==> run_1/layers.png <==
Scale bar: 20 um.
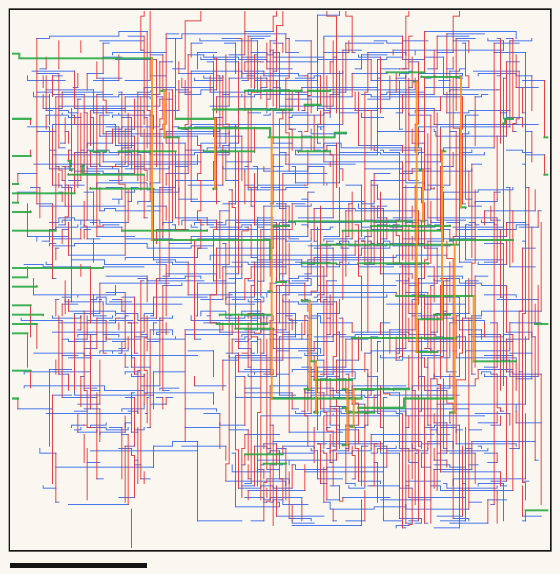
==> run_1/clock_wires.png <==
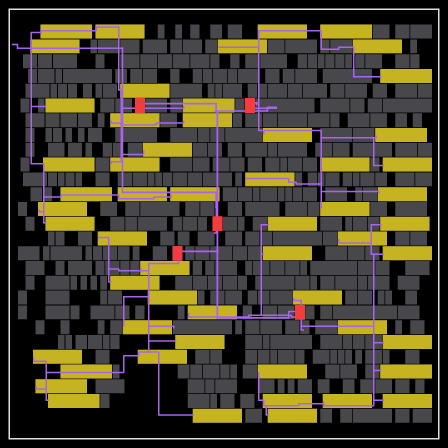
==> run_1/gates.png <==
Scale bar: 20 um.
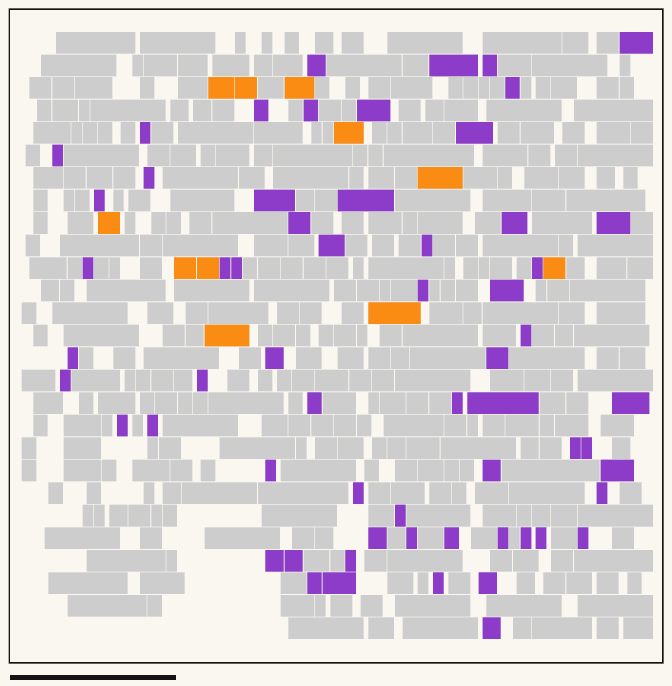
$ cat src/rtl/match_score_timer.sv
// Round countdown timer and two-player BCD score keeper for the card-match game.
// Every digit output is a registered BCD nibble ready for a seven-segment decoder.
module match_score_timer #(
  parameter int TICK_DIV   = 50000000,
  parameter int ROUND_SECS = 60
) (
  input  logic       clock,
  input  logic       reset_n,
  input  logic       start,
  input  logic       pause,
  input  logic       match_p1,
  input  logic       match_p2,
  output logic [3:0] time_tens,
  output logic [3:0] time_ones,
  output logic [3:0] p1_tens,
  output logic [3:0] p1_ones,
  output logic [3:0] p2_tens,
  output logic [3:0] p2_ones,
  output logic       running,
  output logic       expired,
  output logic       second_tick
);

  localparam int              PW         = $clog2(TICK_DIV);
  localparam logic [PW-1:0]   PRESC_MAX  = PW'(TICK_DIV - 1);
  localparam logic [3:0]      ROUND_TENS = 4'(ROUND_SECS / 10);
  localparam logic [3:0]      ROUND_ONES = 4'(ROUND_SECS % 10);

  typedef enum logic [1:0] {IDLE, RUN, DONE} state_t;

  state_t        r_state;
  logic [PW-1:0] r_presc;
  logic [3:0]    r_timeTens;
  logic [3:0]    r_timeOnes;
  logic [7:0]    r_p1Score;
  logic [7:0]    r_p2Score;
  logic          r_running;
  logic          r_expired;
  logic          r_tick;

  logic [7:0]    w_timeDec;
  logic          w_wrap;
  logic          w_lastSec;

  // Saturating two-digit BCD increment; 99 is sticky.
  function automatic logic [7:0] scoreInc(input logic [7:0] s);
    if (s == 8'h99)
      return s;
    else if (s[3:0] == 4'd9)
      return {s[7:4] + 4'd1, 4'd0};
    else
      return {s[7:4], s[3:0] + 4'd1};
  endfunction

  always_comb begin
    w_timeDec = {r_timeTens, r_timeOnes};
    if (r_timeOnes != 4'd0)
      w_timeDec = {r_timeTens, r_timeOnes - 4'd1};
    else
      w_timeDec = {r_timeTens - 4'd1, 4'd9};
  end

  assign w_wrap    = (r_presc == PRESC_MAX);
  assign w_lastSec = (r_timeTens == 4'd0) && (r_timeOnes == 4'd1);

  always_ff @(posedge clock or negedge reset_n) begin
    if (!reset_n) begin
      r_state    <= IDLE;
      r_presc    <= '0;
      r_timeTens <= 4'd0;
      r_timeOnes <= 4'd0;
      r_p1Score  <= 8'h00;
      r_p2Score  <= 8'h00;
      r_running  <= 1'b0;
      r_expired  <= 1'b0;
      r_tick     <= 1'b0;
    end else begin
      r_tick <= 1'b0;
      case (r_state)
        IDLE, DONE: begin
          // A start wins over any coincident match pulse, so scores always clear.
          if (start) begin
            r_state    <= RUN;
            r_presc    <= '0;
            r_timeTens <= ROUND_TENS;
            r_timeOnes <= ROUND_ONES;
            r_p1Score  <= 8'h00;
            r_p2Score  <= 8'h00;
            r_running  <= 1'b1;
            r_expired  <= 1'b0;
          end
        end
        RUN: begin
          if (!pause) begin
            if (match_p1) r_p1Score <= scoreInc(r_p1Score);
            if (match_p2) r_p2Score <= scoreInc(r_p2Score);
            if (w_wrap) begin
              r_presc                  <= '0;
              r_tick                   <= 1'b1;
              {r_timeTens, r_timeOnes} <= w_timeDec;
              if (w_lastSec) begin
                r_state   <= DONE;
                r_running <= 1'b0;
                r_expired <= 1'b1;
              end
            end else begin
              r_presc <= r_presc + PW'(1);
            end
          end
        end
        default: r_state <= IDLE;
      endcase
    end
  end

  assign time_tens   = r_timeTens;
  assign time_ones   = r_timeOnes;
  assign p1_tens     = r_p1Score[7:4];
  assign p1_ones     = r_p1Score[3:0];
  assign p2_tens     = r_p2Score[7:4];
  assign p2_ones     = r_p2Score[3:0];
  assign running     = r_running;
  assign expired     = r_expired;
  assign second_tick = r_tick;

endmodule

$ cat config.mk
export PLATFORM = sky130hd
export DESIGN_NAME = match_score_timer
export DESIGN_NICKNAME = d
export VERILOG_FILES = /design/src/rtl/match_score_timer.sv
export SDC_FILE = /design/constraint.sdc
export NUM_CORES = 1
export LEC_CHECK = 0
export CORE_MARGIN = 1
export CORE_UTILIZATION = 53
export CTS_BUF_LIST = sky130_fd_sc_hd__clkbuf_2
export DETAILED_ROUTE_END_ITERATION = 10
export HOLD_SLACK_MARGIN = 0.12
export PLACE_DENSITY = 0.78
export SLEW_MARGIN = 20
export SYNTH_ARGS = -nofsm -noshare
export SYNTH_HDL_FRONTEND = slang
export SYNTH_SLANG_ARGS = --single-unit
$ cat constraint.sdc
create_clock -name clock -period 1.7 [get_ports clock]
set_input_delay 0.34 -clock clock [delete_from_list [all_inputs] [get_ports clock]]
set_output_delay 0.34 -clock clock [all_outputs]
set_load 0.03 [all_outputs]
==> changes_impl.md, run 1 <==
### Changed

- Status: finished, violations left
- Failing checks: setup timing
- Total core area: between 5000 and 6000 um2
- Final setup margin: -0.137 ns
- Minimum clock period: 1.84 ns
- Buffering overhead: a little over a fifth
- Final setup vio count: 34
- Initial antenna violation count: 0
- Logic area: 1960 um2
- Row count: 27
- Critical Path Start Type: flip-flop
- Antenna Violating Nets Remaining: 0
- Synth Seq Share: between 40% and 50%
- Crit path top cell by count: buf_4
- ANT cells: 0
- Post-Route Utilization: 81.3%
- R2r endpoint: r_presc[23]
- Ys Warns: 0
- Area Growth Syn to Fin: 46.0%
- Slowest stage cell, crit path: dfrtp_2
- Final cell count without fillers: ~520
- Logic power comb: 0.00131 W
- Fill count: 337
- Crit path DAT: between 2 and 2.5 ns
- Yosys chip area: 3120 um2
- Critical Path Fanout Max: 5
- Register with the most flip-flops: r_presc
- Drt drc: 0
- GR Util met3: roughly 5.3%
- First-pass GRT wire length: around 14 mm
- Max incr delay on CP: just over 0.5 ns
- Mux area share: less than 1%
- Avg Inst Size Synth: 9.33 um2
- Sequential cell area: about 1400 um2
- Hold Vio Cnt, Final: 0
- Worst-case reg-to-reg path depth: 6
- Tool warnings: 34
- RePlAce Congestion: ~0.86
About layers.png:
colour	layer	wire length
blue	M1	4010 um
green	M3	453 um
red	M2	4810 um
orange	M4	240 um
Routed WL: 9.51 mm
gr usage total: 29.1%
vias: 3163
Routed WL per cell: 18.2 um

About clock_wires.png:
[purple] clock wires | length: 698 um
[yellow] flip-flops | count: 55
[red] clock-net drivers | count: 5
routed clock nets	6
flops lie	spread over the die

About gates.png:
colour	family	cells	most used
orange	non-inverting ao/oa cells	11	a21o_1
purple	nor cells	61	nor2_1

==> inputs of run 2 (changes only) <==
- REMOVE_ABC_BUFFERS: not set -> 1
==> changes_impl.md, run 2 <==
### Changed

- Status: finished, violations left
- Failing checks: setup timing
- Slowest stage cell, crit path: dfrtp_1
- Mux area share: less than 1%
- Ys Warns: 0
- Total core area: about 5600 um2
- RePlAce Congestion: ~0.87
- Row count: 27
- Antenna Violating Nets Remaining: 0
- Initial antenna violation count: 0
- Area Growth Syn to Fin: 42.5%
- Post-Route Utilization: about four fifths
- Critical Path Start Type: flip-flop
- Buffering overhead: between 20% and 30%
- Sequential cell area: around 1400 um2
- Max incr delay on CP: 0.49 ns
- Crit path DAT: roughly 2.3 ns
- Register with the most flip-flops: r_presc
- GR Util met3: 3.79%
- First-pass GRT wire length: around 14 mm
- ANT cells: 0
- Gr usage total: 29.5%
- Final setup vio count: 37
- Final setup margin: -0.133 ns
- Final cell count without fillers: roughly 530
- Logic power comb: about 0.0013 W
- Fill count: approximately 360
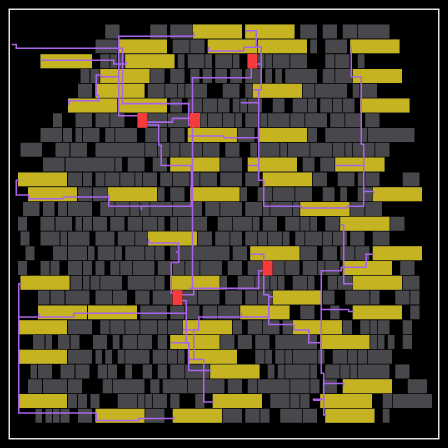
(run_2/clock_wires.png)
[red] clock-net drivers | count: 5
[purple] clock wires | length: 652 um
[yellow] flip-flops | count: 55
routed clock nets	6
flops lie	spread over the die

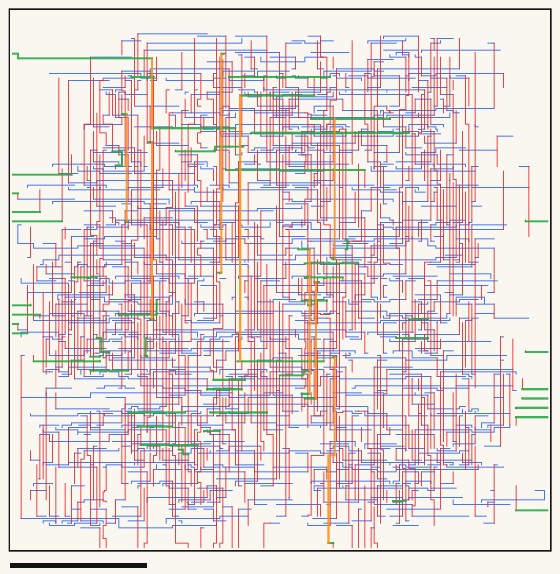
(run_2/layers.png)
Scale bar: 20 um.
Routed WL: 9.15 mm
vias: 3170

==> inputs of run 3 (changes only) <==
- CORE_UTILIZATION: 53 -> 30
- PLACE_DENSITY: 0.78 -> not set
==> changes_impl.md, run 3 <==
### Changed

- Vias: slightly above 3000
- Sequential cell area: approximately 1400 um2
- Failing checks: setup timing
- Ys Warns: 0
- Status: finished, violations left
- Mux area share: less than 1%
- Worst-case reg-to-reg path depth: 6
- Logic power comb: 0.00122 W
- Initial antenna violation count: 0
- First-pass GRT wire length: 14.0 mm
- Total core area: between 9000 and 10000 um2
- Final setup margin: -0.0792 ns
- Max incr delay on CP: approximately 0.50 ns
- Critical Path Start Type: flip-flop
- Yosys chip area: 3120 um2
- Final setup vio count: 17
- Routed WL: between 8 and 9 mm
- Critical Path Fanout Max: 13
- Hold Vio Cnt, Final: 0
- Tool warnings: 32
- Avg Inst Size Synth: about 9.3 um2
- Area Growth Syn to Fin: 46.7%
- ANT cells: 0
- Logic area: roughly 1900 um2
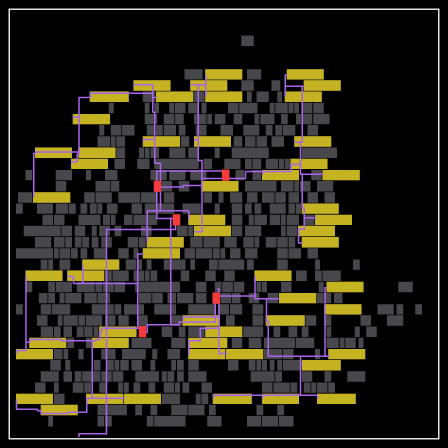
(run_3/clock_wires.png)
[purple] clock wires | length: 723 um
[yellow] flip-flops | count: 55
[red] clock-net drivers | count: 5
flops lie	spread over the die
Clock group: 0.000829 W
clock latency on the worst-skew pair: 0.45 ns
clock power share: 22.3%
clk_skew: 0.0185 ns

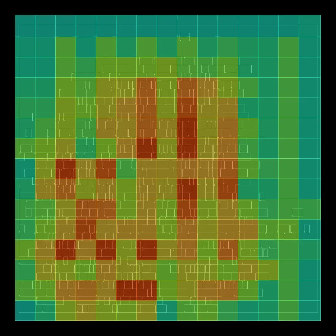
(run_3/congestion_map.png)
gr usage total: 15.7%
GR Util met3: 1.57%
busiest grt layer: met2

Power and IR drop assume default switching activity.
